### Clock network drawn from the DEF

(1.5 px per micron)
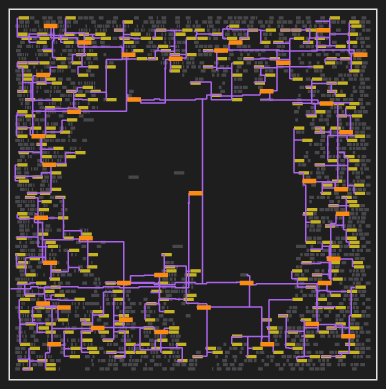
### M1 wires

(1 px per micron) Supply wires on this layer in gray.
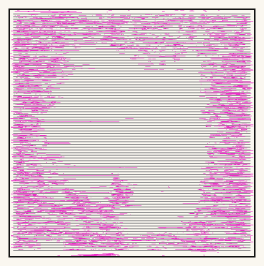
### Cell density map

(1.5 px per micron) The die is cut into 24 by 25 equal tiles; white is low, dark blue is high, 0 to 100% covered.
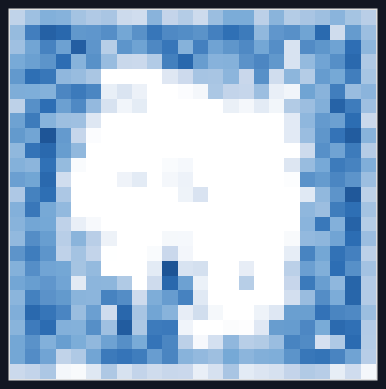
### Clock routing

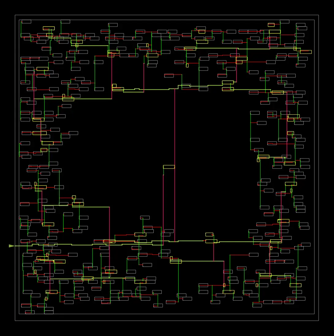
### The metal 3 layer

(2 px per micron)
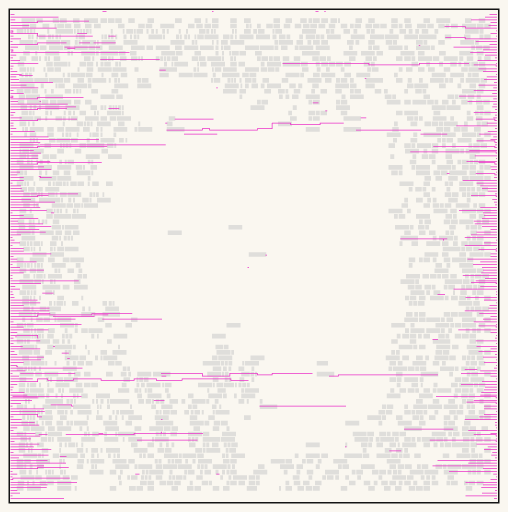
==> src/rtl/mig_app_pkg.sv <==
// Shared definitions for the MIG native app interface sequencer.
//   state_t : controller state encoding
//   CMD_WR / CMD_RD : MIG app_cmd opcodes
//   LINE_W / MASK_W : line data width and byte-mask width
package mig_app_pkg;

    typedef enum logic [2:0] {
        WAIT_CAL = 3'd0,
        READY    = 3'd1,
        WR       = 3'd2,
        RD       = 3'd3,
        RWAIT    = 3'd4,
        REF      = 3'd5
    } state_t;

    localparam logic [2:0] CMD_WR = 3'b000;
    localparam logic [2:0] CMD_RD = 3'b001;

    localparam int LINE_W = 128;
    localparam int MASK_W = 16;

endpackage

==> src/rtl/mig_ref_timer.sv <==
// Periodic refresh scheduler.
//   mclk, mrst  : memory clock, synchronous active-high reset
//   ref_taken   : controller consumed the pending refresh (ack seen)
//   ref_wrap    : interval expires on this cycle (combinational, lets the
//                 controller withhold req_ready one cycle early)
//   ref_pend    : one refresh is waiting to be issued
//   ref_overrun : sticky, an interval expired with a refresh still pending
// REF_INTERVAL must be at least 16.
module mig_ref_timer #(
    parameter int REF_INTERVAL = 780
) (
    input  logic mclk,
    input  logic mrst,
    input  logic ref_taken,
    output logic ref_wrap,
    output logic ref_pend,
    output logic ref_overrun
);

    localparam int CW = $clog2(REF_INTERVAL);

    logic [CW-1:0] ref_cnt;

    assign ref_wrap = (ref_cnt == CW'(REF_INTERVAL - 1));

    // A wrap always (re)arms the single pending slot; if that slot was still
    // occupied and not being consumed this very cycle, a refresh was lost.
    always_ff @(posedge mclk) begin
        if (mrst) begin
            ref_cnt     <= '0;
            ref_pend    <= 1'b0;
            ref_overrun <= 1'b0;
        end else begin
            ref_cnt <= ref_wrap ? '0 : ref_cnt + CW'(1);
            if (ref_wrap) begin
                ref_pend <= 1'b1;
                if (ref_pend && !ref_taken) begin
                    ref_overrun <= 1'b1;
                end
            end else if (ref_taken) begin
                ref_pend <= 1'b0;
            end
        end
    end

endmodule

==> src/rtl/mig_app_ctrl.sv <==
// Single-requester sequencer for the DDR3 MIG native app interface.
//   mclk, mrst            : memory clock, synchronous active-high reset
//   init_calib_complete   : MIG calibration done, gates all traffic
//   req_*                 : line request (valid/ready, we, addr, wdata, mask)
//   rsp_valid / rsp_rdata : read data return pulse
//   rsp_wdone             : write completion pulse
//   ref_overrun           : sticky, a refresh interval was missed
//   app_*                 : MIG command, write-data, read-data and refresh ports
// One line operation is in flight at a time; all outputs are registered.
module mig_app_ctrl
    import mig_app_pkg::*;
#(
    parameter int REF_INTERVAL = 780,
    parameter int AWIDTH       = 28
) (
    input  logic              mclk,
    input  logic              mrst,
    input  logic              init_calib_complete,
    input  logic              req_valid,
    output logic              req_ready,
    input  logic              req_we,
    input  logic [AWIDTH-1:0] req_addr,
    input  logic [LINE_W-1:0] req_wdata,
    input  logic [MASK_W-1:0] req_mask,
    output logic              rsp_valid,
    output logic [LINE_W-1:0] rsp_rdata,
    output logic              rsp_wdone,
    output logic              ref_overrun,
    output logic [AWIDTH-1:0] app_addr,
    output logic [2:0]        app_cmd,
    output logic              app_en,
    input  logic              app_rdy,
    output logic [LINE_W-1:0] app_wdf_data,
    output logic [MASK_W-1:0] app_wdf_mask,
    output logic              app_wdf_wren,
    output logic              app_wdf_end,
    input  logic              app_wdf_rdy,
    input  logic [LINE_W-1:0] app_rd_data,
    input  logic              app_rd_data_valid,
    input  logic              app_rd_data_end,
    output logic              app_ref_req,
    input  logic              app_ref_ack
);

    state_t state, state_nx;

    logic              ref_pend;
    logic              ref_wrap;
    logic              ref_taken;

    logic              req_ready_nx;
    logic              rsp_valid_nx;
    logic [LINE_W-1:0] rsp_rdata_nx;
    logic              rsp_wdone_nx;
    logic [AWIDTH-1:0] app_addr_nx;
    logic [2:0]        app_cmd_nx;
    logic              app_en_nx;
    logic [LINE_W-1:0] app_wdf_data_nx;
    logic [MASK_W-1:0] app_wdf_mask_nx;
    logic              app_wdf_wren_nx;
    logic              app_wdf_end_nx;
    logic              app_ref_req_nx;

    // Single-beat reads make rd_data_end redundant; the line address low
    // bits are always replaced by zero.
    logic unused_sig;
    assign unused_sig = ^{app_rd_data_end, req_addr[2:0]};

    assign ref_taken = (state == REF) && app_ref_ack;

    mig_ref_timer #(
        .REF_INTERVAL(REF_INTERVAL)
    ) u_ref_timer (
        .mclk        (mclk),
        .mrst        (mrst),
        .ref_taken   (ref_taken),
        .ref_wrap    (ref_wrap),
        .ref_pend    (ref_pend),
        .ref_overrun (ref_overrun)
    );

    // Next-state and next-output logic. Outputs that carry command payload
    // hold their value by default so they stay stable while enables are high.
    // In WR the command and write-data handshakes retire independently and
    // the state leaves only once both have dropped.
    always_comb begin
        state_nx        = state;
        rsp_valid_nx    = 1'b0;
        rsp_rdata_nx    = rsp_rdata;
        rsp_wdone_nx    = 1'b0;
        app_addr_nx     = app_addr;
        app_cmd_nx      = app_cmd;
        app_en_nx       = app_en;
        app_wdf_data_nx = app_wdf_data;
        app_wdf_mask_nx = app_wdf_mask;
        app_wdf_wren_nx = app_wdf_wren;
        app_wdf_end_nx  = app_wdf_end;
        app_ref_req_nx  = 1'b0;

        case (state)
            WAIT_CAL: begin
                if (init_calib_complete) begin
                    state_nx = READY;
                end
            end
            READY: begin
                if (!init_calib_complete) begin
                    state_nx = WAIT_CAL;
                end else if (ref_pend) begin
                    state_nx       = REF;
                    app_ref_req_nx = 1'b1;
                end else if (req_valid && req_ready) begin
                    app_en_nx   = 1'b1;
                    app_addr_nx = {req_addr[AWIDTH-1:3], 3'b000};
                    if (req_we) begin
                        state_nx        = WR;
                        app_cmd_nx      = CMD_WR;
                        app_wdf_data_nx = req_wdata;
                        app_wdf_mask_nx = req_mask;
                        app_wdf_wren_nx = 1'b1;
                        app_wdf_end_nx  = 1'b1;
                    end else begin
                        state_nx   = RD;
                        app_cmd_nx = CMD_RD;
                    end
                end
            end
            WR: begin
                if (app_en && app_rdy) begin
                    app_en_nx = 1'b0;
                end
                if (app_wdf_wren && app_wdf_rdy) begin
                    app_wdf_wren_nx = 1'b0;
                    app_wdf_end_nx  = 1'b0;
                end
                if (!app_en_nx && !app_wdf_wren_nx) begin
                    state_nx     = READY;
                    rsp_wdone_nx = 1'b1;
                end
            end
            RD: begin
                if (app_rdy) begin
                    app_en_nx = 1'b0;
                    state_nx  = RWAIT;
                end
            end
            RWAIT: begin
                if (app_rd_data_valid) begin
                    rsp_rdata_nx = app_rd_data;
                    rsp_valid_nx = 1'b1;
                    state_nx     = READY;
                end
            end
            REF: begin
                if (app_ref_ack) begin
                    state_nx = READY;
                end
            end
            default: begin
                state_nx = WAIT_CAL;
            end
        endcase

        // req_ready is registered, so it is only raised for a READY cycle
        // that follows a READY cycle, and withheld when a refresh is pending
        // or about to become pending, so a shown ready is never overridden.
        req_ready_nx = (state == READY) && (state_nx == READY) &&
                       !ref_pend && !ref_wrap && init_calib_complete;
    end

    // State and registered outputs.
    always_ff @(posedge mclk) begin
        if (mrst) begin
            state        <= WAIT_CAL;
            req_ready    <= 1'b0;
            rsp_valid    <= 1'b0;
            rsp_rdata    <= '0;
            rsp_wdone    <= 1'b0;
            app_addr     <= '0;
            app_cmd      <= 3'b000;
            app_en       <= 1'b0;
            app_wdf_data <= '0;
            app_wdf_mask <= '0;
            app_wdf_wren <= 1'b0;
            app_wdf_end  <= 1'b0;
            app_ref_req  <= 1'b0;
        end else begin
            state        <= state_nx;
            req_ready    <= req_ready_nx;
            rsp_valid    <= rsp_valid_nx;
            rsp_rdata    <= rsp_rdata_nx;
            rsp_wdone    <= rsp_wdone_nx;
            app_addr     <= app_addr_nx;
            app_cmd      <= app_cmd_nx;
            app_en       <= app_en_nx;
            app_wdf_data <= app_wdf_data_nx;
            app_wdf_mask <= app_wdf_mask_nx;
            app_wdf_wren <= app_wdf_wren_nx;
            app_wdf_end  <= app_wdf_end_nx;
            app_ref_req  <= app_ref_req_nx;
        end
    end

endmodule

==> config.mk <==
export PLATFORM = sky130hd
export DESIGN_NAME = mig_app_ctrl
export DESIGN_NICKNAME = d
export VERILOG_FILES = /design/src/rtl/mig_app_pkg.sv /design/src/rtl/mig_ref_timer.sv /design/src/rtl/mig_app_ctrl.sv
export SDC_FILE = /design/constraint.sdc
export NUM_CORES = 1
export LEC_CHECK = 0
export CORE_AREA = 3 3 241 243
export DETAILED_ROUTE_END_ITERATION = 8
export DIE_AREA = 0 0 244 246
export SLEW_MARGIN = 20
export SYNTH_ARGS = -nofsm -noshare
export SYNTH_HDL_FRONTEND = slang
export SYNTH_HIERARCHICAL = 1
export SYNTH_SLANG_ARGS = --single-unit
==> constraint.sdc <==
create_clock -name mclk -period 4.7 [get_ports mclk]
set_input_delay 0.94 -clock mclk [delete_from_list [all_inputs] [get_ports mclk]]
set_output_delay 0.94 -clock mclk [all_outputs]
set_load 0.02 [all_outputs]
==> datasheet_impl.txt <==
Physical design parameters

Parameter                              Value

Setup path
  Cell with the biggest individual delay on the critical path .................. clkdlybuf4s50_1
  Family with the most delay on the worst path .................. buffers and inverters
  Endpoint of the lowest-slack register-to-register path .................. app_wdf_data[22]
  Delay of the slowest cell on the worst path .................. about 830 ps
  Worst reg2reg path depth .................. 4
  Type of destination of the critical path .................. output pin
  Endpoint required time on the critical path .................. around 3800 ps
  Launching element type of the critical path .................. flip-flop

Final layout
  Fraction of layout cells with a size suffix above 1 .................. 0.04200
  Most common logic cells in the final layout .................. clkdlybuf4s50_1, dfxtp_1, nand2b_1, nand2_1, a21oi_1
  Filler cell count in the final layout .................. between 5000 and 6000
  Utilization of the core after routing .................. 0.3703
  Footprint of the multi-input gates .................. 0.005854 sq mm
  Total area of sequential cells .................. 0.006406 sq mm

STA
  Period Utilization, post-route .................. 0.5611
  Unrepaired setup endpoints after global routing .................. false
  Peak clock frequency supported by timing .................. roughly 0.38 GHz
  Slew at the pin with the worst max-slew slack .................. 929.9 ps
  Worst Setup Slack, final .................. approximately 2100 ps
  Worst hold slack .................. about 450 ps
  Fin crit period .................. roughly 2600 ps

Yosys
  Yosys warns .................. 6
  Post-synth seq share .................. 0.4979
  Xor and xnor area share after synthesis .................. 0.002042
  Most popular library cell in the synthesized design by count .................. dfxtp_1

Worst hold path
  Hold path cells .................. 2
  Tightest Hold Check Type .................. reg -> reg

Detailed routing
  Number of iterations in the first detailed-routing pass .................. 5
  Met3 Routed Length .................. approximately 4.6 mm
  Wirelength per Cell .................. between 15 and 20 microns
  Detailed-route vias per instance .................. roughly 4.3

Power
  Leakage power of the design .................. just under 7 nW
  IR Drop Worst-Case VDD .................. 0.2143 mV

GRT
  Via count of the first global-routing pass .................. around 12000
  First-pass GRT wire length .................. 69.68 mm
  Antenna violations before repair .................. 10

Clock tree
  Hold Buf Count CTS .................. 0
  Buffers inserted during post-CTS setup optimization .................. 0

Run status
  Result of the run .................. completed

Placed design
  Port Buffer Count .................. a little over 600
  Post-detailed-placement half-perimeter wirelength .................. between 30 and 40 mm

Floorplanning
  Horizontal die dimension .................. approximately 240 microns
-- 'Clock network drawn from the DEF' (at the start) --
legend:
  purple:
    item: clock wires
    length: 4970 microns
  orange:
    item: clock-net drivers
    count: 39
  yellow:
    item: flip-flops
    count: 320
flops lie: all over the die
Clk network pwr share: 0.483
maximum clock skew at final layout: 15.40 ps

-- 'M1 wires' (at the start) --
share of all routed wire: 40%
main direction: horizontal
nets with wire on the layer: 2057
wire length on this layer: 18500 microns
vias after detailed routing: 11743
met1 demand-to-capacity share in global routing: 0.1672
routed wire length: 46.85 mm

-- 'Cell density map' (at the start) --
tiles over 75% full: 4.5%
emptiest ninth of the die: center
mean over tiles: 33%
FP Util: 0.2291
standard cell core area: 0.05617 sq mm

-- 'Clock routing' (at the start) --
clk ins delay skew pair: 540 ps
flip-flop and latch count: 320
clock buffer instance count of the final layout: 58
clk pwr: 2.94 mW
number of buffers created by CTS: 39

-- 'The metal 3 layer' (at the start) --
main direction: horizontal
wire length on this layer: 4600 microns
nets with wire on the layer: 376
longest straight run: 62.6 microns
met3 capacity usage during global routing: 0.06095

[sequential cells by signal, summed over array words and instances (netlist names), 3 cells and up]
name / flops
app_wdf_data: 128
state: 3
app_wdf_mask: 16
app_addr: 25
u_ref_timer/ref_cnt: 10
rsp_rdata: 128
[where the power goes]
group	switching, mW	leakage, nW	total [mW]	internal [mW]
sequential	0.00619	2.58	2.72	2.72
clock	1.19	0.611	2.94	1.74
combinational	0.133	3.65	0.423	0.290
total	1.33	6.84	6.09	4.75
[cell type report]
class,count,share of cell area
timing repair buffer,626,0.3039
multi-input combinational,982,0.2815
antenna,6,0.0007219
sequential,320,0.3080
inverter,4,0.0007219
tap,756,0.04548
clock inverter,10,0.004452
clock buffer,58,0.05522
Power and IR drop assume default switching activity.
